Run 1, where the registers sit:
Other sequential cells in the stronger grey, the rest of the logic in the fainter grey.
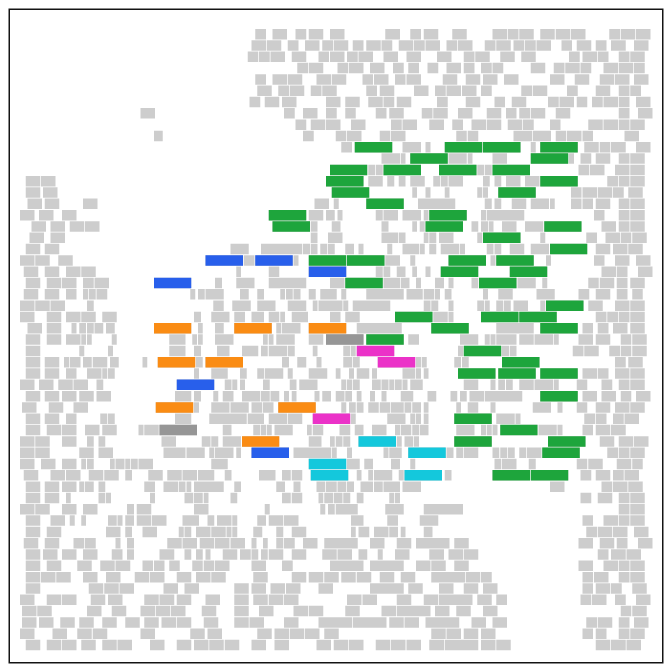
Run 1, clock wires, drivers and flops:
Bar = 50 um.
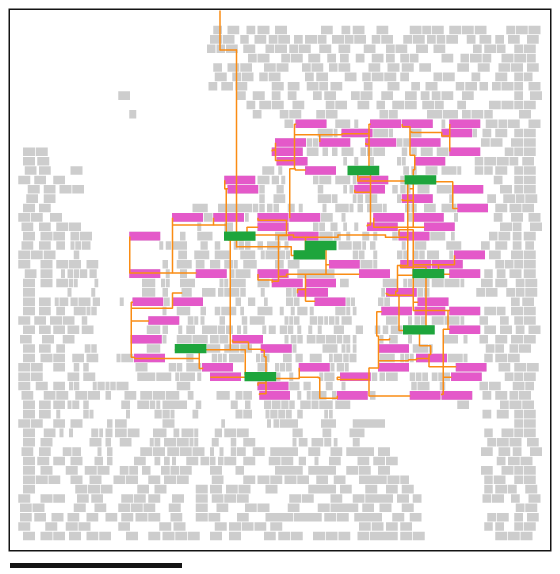
Run 1, routing congestion:
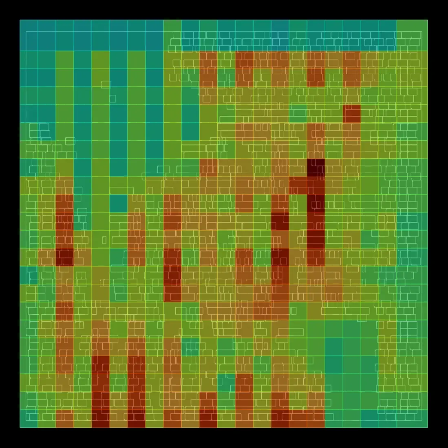
## src/rtl/double_threshold_unit.sv

```systemverilog
// Canny double-threshold stage: max scan, threshold derivation, then per-pixel STRONG/WEAK/0 classification.
// Optional per-class pixel counters are enabled by defining DOUBLE_THRESHOLD_STATS_EN.
module double_threshold_unit #(
    parameter int          HEIGHT        = 5,
    parameter int          WIDTH         = 5,
    parameter logic [7:0]  WEAK_PIXEL    = 8'd75,
    parameter logic [7:0]  STRONG_PIXEL  = 8'd255,
    parameter logic [8:0]  HIGH_RATIO_Q8 = 9'd128,
    parameter logic [8:0]  LOW_RATIO_Q8  = 9'd128
) (
    input  logic                          clk,
    input  logic                          reset,
    input  logic                          enable,
    output logic                          done,
    input  logic [8*HEIGHT*WIDTH-1:0]     img,
    output logic [8*HEIGHT*WIDTH-1:0]     res
`ifdef DOUBLE_THRESHOLD_STATS_EN
    ,
    output logic [$clog2(HEIGHT*WIDTH+1)-1:0] strong_count,
    output logic [$clog2(HEIGHT*WIDTH+1)-1:0] weak_count
`endif
);

    localparam int NPIX  = HEIGHT * WIDTH;
    localparam int IDX_W = (NPIX > 1) ? $clog2(NPIX) : 1;
    localparam logic [IDX_W-1:0] LAST_IDX = IDX_W'(NPIX - 1);

    typedef enum logic [2:0] {
        IDLE        = 3'd0,
        FIND_MAX    = 3'd1,
        COMPUTE_THR = 3'd2,
        CLASSIFY    = 3'd3,
        DONE_STATE  = 3'd4
    } state_t;

    state_t                state_r;
    logic [IDX_W-1:0]      pixel_idx_r;
    logic [7:0]            max_val_r;
    logic [7:0]            high_thr_r;
    logic [7:0]            low_thr_r;
    logic                  done_r;
    logic [8*NPIX-1:0]     res_r;

    logic [7:0]            pix_s;
    logic [7:0]            high_next_s;
    logic [7:0]            low_next_s;
    logic                  is_strong_s;
    logic                  is_weak_s;
    logic [7:0]            class_s;

    // Q0.8 scaling: 17-bit product, drop the 8 fraction bits, keep 8 result bits.
    function automatic logic [7:0] scale_q8(input logic [7:0] v, input logic [8:0] ratio);
        return 8'((17'(v) * 17'(ratio)) >> 8);
    endfunction

    // Current pixel, threshold candidates and the classification of the current pixel.
    always_comb begin
        pix_s       = img[32'(pixel_idx_r) * 8 +: 8];
        high_next_s = scale_q8(max_val_r, HIGH_RATIO_Q8);
        low_next_s  = scale_q8(high_next_s, LOW_RATIO_Q8);
        // A zero pixel is never an edge, even when both thresholds are zero.
        is_strong_s = (pix_s != 8'd0) && (pix_s >= high_thr_r);
        is_weak_s   = (pix_s != 8'd0) && !is_strong_s && (pix_s >= low_thr_r);
        if (is_strong_s) begin
            class_s = STRONG_PIXEL;
        end else if (is_weak_s) begin
            class_s = WEAK_PIXEL;
        end else begin
            class_s = 8'd0;
        end
    end

`ifdef DOUBLE_THRESHOLD_STATS_EN
    localparam int CNT_W = $clog2(NPIX + 1);
    logic [CNT_W-1:0] strong_cnt_r;
    logic [CNT_W-1:0] weak_cnt_r;

    // Per-class counters: cleared when a run starts, advanced while classifying.
    always_ff @(posedge clk or posedge reset) begin
        if (reset) begin
            strong_cnt_r <= CNT_W'(0);
            weak_cnt_r   <= CNT_W'(0);
        end else begin
            case (state_r)
                IDLE, DONE_STATE: begin
                    if (enable) begin
                        strong_cnt_r <= CNT_W'(0);
                        weak_cnt_r   <= CNT_W'(0);
                    end
                end
                CLASSIFY: begin
                    if (is_strong_s) begin
                        strong_cnt_r <= strong_cnt_r + CNT_W'(1);
                    end
                    if (is_weak_s) begin
                        weak_cnt_r <= weak_cnt_r + CNT_W'(1);
                    end
                end
                default: begin
                    strong_cnt_r <= strong_cnt_r;
                    weak_cnt_r   <= weak_cnt_r;
                end
            endcase
        end
    end

    assign strong_count = strong_cnt_r;
    assign weak_count   = weak_cnt_r;
`endif

    // Main sequencer: max scan, threshold cycle, classify pass, then hold results.
    always_ff @(posedge clk or posedge reset) begin
        if (reset) begin
            state_r     <= IDLE;
            pixel_idx_r <= {IDX_W{1'b0}};
            max_val_r   <= 8'd0;
            high_thr_r  <= 8'd0;
            low_thr_r   <= 8'd0;
            done_r      <= 1'b0;
            res_r       <= {(8*NPIX){1'b0}};
        end else begin
            case (state_r)
                IDLE: begin
                    done_r <= 1'b0;
                    if (enable) begin
                        state_r     <= FIND_MAX;
                        pixel_idx_r <= {IDX_W{1'b0}};
                        max_val_r   <= 8'd0;
                    end
                end
                FIND_MAX: begin
                    if (pix_s > max_val_r) begin
                        max_val_r <= pix_s;
                    end
                    if (pixel_idx_r == LAST_IDX) begin
                        pixel_idx_r <= {IDX_W{1'b0}};
                        state_r     <= COMPUTE_THR;
                    end else begin
                        pixel_idx_r <= pixel_idx_r + IDX_W'(1);
                    end
                end
                COMPUTE_THR: begin
                    high_thr_r <= high_next_s;
                    low_thr_r  <= low_next_s;
                    state_r    <= CLASSIFY;
                end
                CLASSIFY: begin
                    res_r[32'(pixel_idx_r) * 8 +: 8] <= class_s;
                    if (pixel_idx_r == LAST_IDX) begin
                        pixel_idx_r <= {IDX_W{1'b0}};
                        state_r     <= DONE_STATE;
                        done_r      <= 1'b1;
                    end else begin
                        pixel_idx_r <= pixel_idx_r + IDX_W'(1);
                    end
                end
                DONE_STATE: begin
                    if (enable) begin
                        state_r     <= FIND_MAX;
                        done_r      <= 1'b0;
                        pixel_idx_r <= {IDX_W{1'b0}};
                        max_val_r   <= 8'd0;
                    end
                end
                default: begin
                    state_r     <= IDLE;
                    done_r      <= 1'b0;
                    pixel_idx_r <= {IDX_W{1'b0}};
                end
            endcase
        end
    end

    assign done = done_r;
    assign res  = res_r;

endmodule

```

## config.mk

```make
export PLATFORM = sky130hd
export DESIGN_NAME = double_threshold_unit
export DESIGN_NICKNAME = d
export VERILOG_FILES = /design/src/rtl/double_threshold_unit.sv
export SDC_FILE = /design/constraint.sdc
export NUM_CORES = 1
export LEC_CHECK = 0
export CAP_MARGIN = 40
export CORE_MARGIN = 2
export CORE_UTILIZATION = 30
export DETAILED_ROUTE_END_ITERATION = 7
export GPL_TIMING_DRIVEN = 0
export HOLD_SLACK_MARGIN = 0.15
export PLACE_DENSITY = 0.66
export SYNTH_ARGS = -nofsm -noshare
export SYNTH_HDL_FRONTEND = slang
export SYNTH_SLANG_ARGS = --single-unit
```

## constraint.sdc

```tcl
create_clock -name clk -period 5.83 [get_ports clk]
set_clock_uncertainty 0.2 [all_clocks]
set_input_delay 1.166 -clock clk [delete_from_list [all_inputs] [get_ports clk]]
set_output_delay 1.166 -clock clk [all_outputs]
set_load 0.03 [all_outputs]
```

==> impl_metrics.py, run 1 <==
# Generated from Yosys and OpenROAD reports
metrics = {
    "clock_tree": {
        "cts_repair_resize_count": 0,
        "hold_buffers": 0,
        "numCtsBuffers": 9,
    },
    "worst_setup_path": {
        "path_delay_family": "AND-OR/OR-AND gates",
        "timing.critical_path.required_ns": 5.85,
    },
    "pwr": {
        "combinationalPowerShare_pct": 77.6,
        "power_switching_uw": 3190,
        "power_per_cell_area_nw_per_um2": 541,
        "p_clk_share_pct": 8.9,
    },
    "placement": {
        "io_buffers": 402,
        "preCtsSetupSlack_ns": 0.860,
    },
    "synth": {
        "netlist_top_cells_count": "buf_4 (155), mux2i_1 (104), dfrtp_1 (74)",
        "syn_area_per_cell_um2": 9.01,
        "number_of_distinct_library_cells_after_synthesis": 52,
        "yosys.area.top_type_share_pct": 26.4,
        "synth_cells": 777,
    },
    "grt": {
        "number_of_global_route_vias_before_repair": 6776,
    },
    "routing": {
        "number_of_remaining_drc_errors": 0,
        "firstDrtPassIters": 5,
        "met3WireLength_um": 1470,
        "drt_iter0_drc": 317,
        "drt-vias-per-instance": 4.60,
    },
    "cells_and_area": {
        "seq_area_share_pct": 15.7,
        "clock_area_share_pct": 2.60,
        "sh_comb_area_pct": 31.1,
        "instances_no_fill": 1511,
        "final-nonclk-buf-share_pct": 46.5,
    },
    "run_status": {
        "status": "complete, no violations",
    },
    "timing": {
        "number_of_slew_limit_violations_in_the_final_report": 0,
        "whs_ns": 0.276,
    },
    "floorplanning": {
        "core_region_area_um2": 22800,
    },
    "flow_run": {
        "warning_count": 27,
    },
}
-- 'where the registers sit' (at the start) --
res -> green  # flops 50
state_r -> magenta  # flops 3
max_val_r -> orange  # flops 8
low_thr_r -> blue  # flops 6
pixel_idx_r -> cyan  # flops 5
not coloured = 2

-- 'clock wires, drivers and flops' (at the start) --
clock-net drivers -> green  # count 9
flip-flops -> magenta  # count 74
clock wires -> orange  # length 1040 um
routed clock nets = 10

-- 'routing congestion' (at the start) --
final routed wire length divided by cell count: 16.2 um
overall routing resource usage: 19.4%

-- run 1: logic make-up after synthesis --
kind of cell,after synthesis,share of synthesized area [%]
buffers and inverters,212,21.4
AND/OR/NAND/NOR,186,12.2
AND-OR/OR-AND,151,14.9
multiplexers,123,19.9
flip-flops,74,26.4
adder cells (fa/ha/maj),24,4.29
XOR/XNOR,7,0.876
-- run 1: power by group through the flow --
stage	combinational [uW]	sequential, uW	clock [uW]
floorplan	3220	987	0
detailed placement	4940	871	0
finish	4940	856	566
global route	5310	889	597
CTS	4950	864	581
global placement	4890	867	0
-- run 1: registers in the layout, indices dropped and copies added (netlist names) --
name / cells
low_thr_r: 6
pixel_idx_r: 5
res: 50
done: 1
state_r: 3
max_val_r: 8
high_thr_r: 1
==> inputs of run 2 (changes only) <==
==> constraint.sdc (replaced) <==
create_clock -name clk -period 4.6 [get_ports clk]
set_clock_uncertainty 0.2 [all_clocks]
set_input_delay 0.92 -clock clk [delete_from_list [all_inputs] [get_ports clk]]
set_output_delay 0.92 -clock clk [all_outputs]
set_load 0.03 [all_outputs]
Run 2, where the registers sit:
Other sequential cells in the stronger grey, the rest of the logic in the fainter grey.
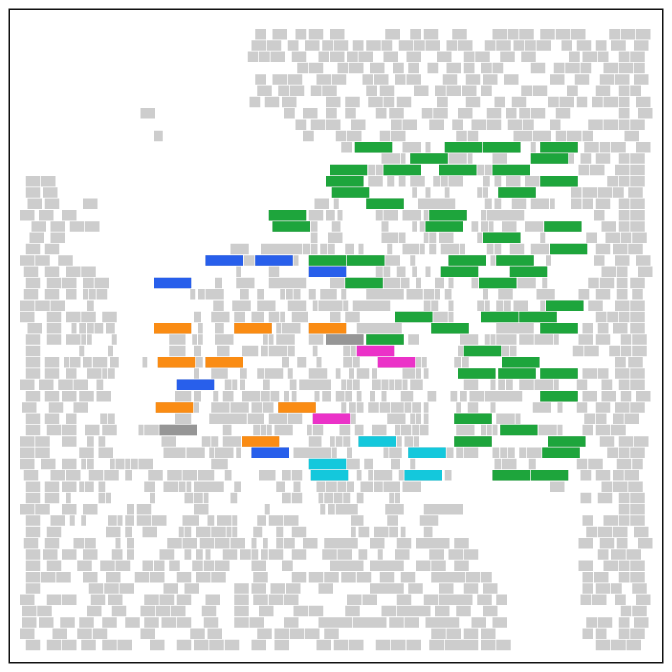
state_r -> magenta  # flops 3
pixel_idx_r -> cyan  # flops 5
max_val_r -> orange  # flops 8
low_thr_r -> blue  # flops 6
res -> green  # flops 50
not coloured = 2

==> run 2 against run 1 <==
  * Combinational power grew 27%
  * Synthesized cell count is the same
  * Final cell count is the same
  * Area after synthesis is the same
  * First-iteration DRC count shrank 3.5%
  * Worst setup slack lost 0.77 ns
  * Register-to-register slack lost 1.0 ns
  * Wire length grew 0.12%
  * Sequential cell count is the same
  * Design area is essentially flat
  * Clock power grew 27%
  * Largest cell class unchanged
  * Highest routed layer unchanged
==> impl_metrics.py, run 2 <==
# Generated from Yosys and OpenROAD reports
metrics = {
    "timing": {
        "whs_ns": 0.276,
        "number_of_slew_limit_violations_in_the_final_report": 0,
    },
    "pwr": {
        "power_switching_uw": 4060,
        "powerComb_uw": 6280,
        "top_power_group": "combinational logic",
        "p_clk_share_pct": 8.9,
        "power.clock.total_uw": 717,
        "power_per_cell_area_nw_per_um2": 687,
    },
    "synth": {
        "ys_sh_aoi_pct": 14.9,
        "yosys.area.top_type_share_pct": 26.4,
        "number_of_distinct_library_cells_after_synthesis": 52,
        "synth-xor-area-share_pct": 0.876,
        "ys_sh_simple_pct": 12.2,
        "synth.area.mux_share_pct": 19.9,
        "adder_share_pct": 4.29,
    },
    "cells_and_area": {
        "seq_area_share_pct": 15.7,
    },
    "run_status": {
        "status": "complete, no violations",
    },
    "clock_tree": {
        "hold_buffers": 0,
    },
    "routing": {
        "met3WireLength_um": 1500,
        "number_of_remaining_drc_errors": 0,
        "drt-vias-per-instance": 4.61,
    },
    "worst_setup_path": {
        "path_delay_family": "AND-OR/OR-AND gates",
    },
}
Run 2, pin map:
Pins as bars across the die edge, other pins in grey.
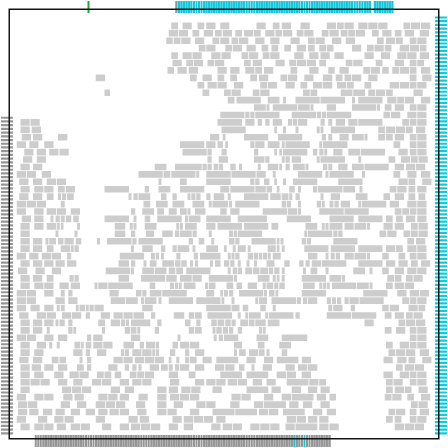
res -> cyan  # pins 200, direction output, edge 113 right, 85 top, 2 bottom
reset -> green  # pins 1, direction input, edge top
all pins by edge = 118 bottom, 113 right, 87 top, 86 left

run 2: final timing paths:
| check | start | endpoint | slack, ns | cells past startpoint |
|---|---|---|---|---|
| max | pixel_idx_r[0]$_DFFE_PP0P_ | max_val_r[2]$_DFFE_PP0P_ | 0.42 | 15 |
| min | max_val_r[2]$_DFFE_PP0P_ | low_thr_r[0]$_DFFE_PP0P_ | 0.28 | 2 |
| max reg2reg | pixel_idx_r[0]$_DFFE_PP0P_ | max_val_r[2]$_DFFE_PP0P_ | 0.42 | 15 |
| min reg2reg | max_val_r[2]$_DFFE_PP0P_ | low_thr_r[0]$_DFFE_PP0P_ | 0.28 | 2 |
| max in group asynchronous | reset | res[183]$_DFFE_PP0P_ | 2.90 | 3 |
| min in group asynchronous | reset | low_thr_r[3]$_DFFE_PP0P_ | 0.75 | 2 |
Power is estimated from default activity; no workload was simulated.
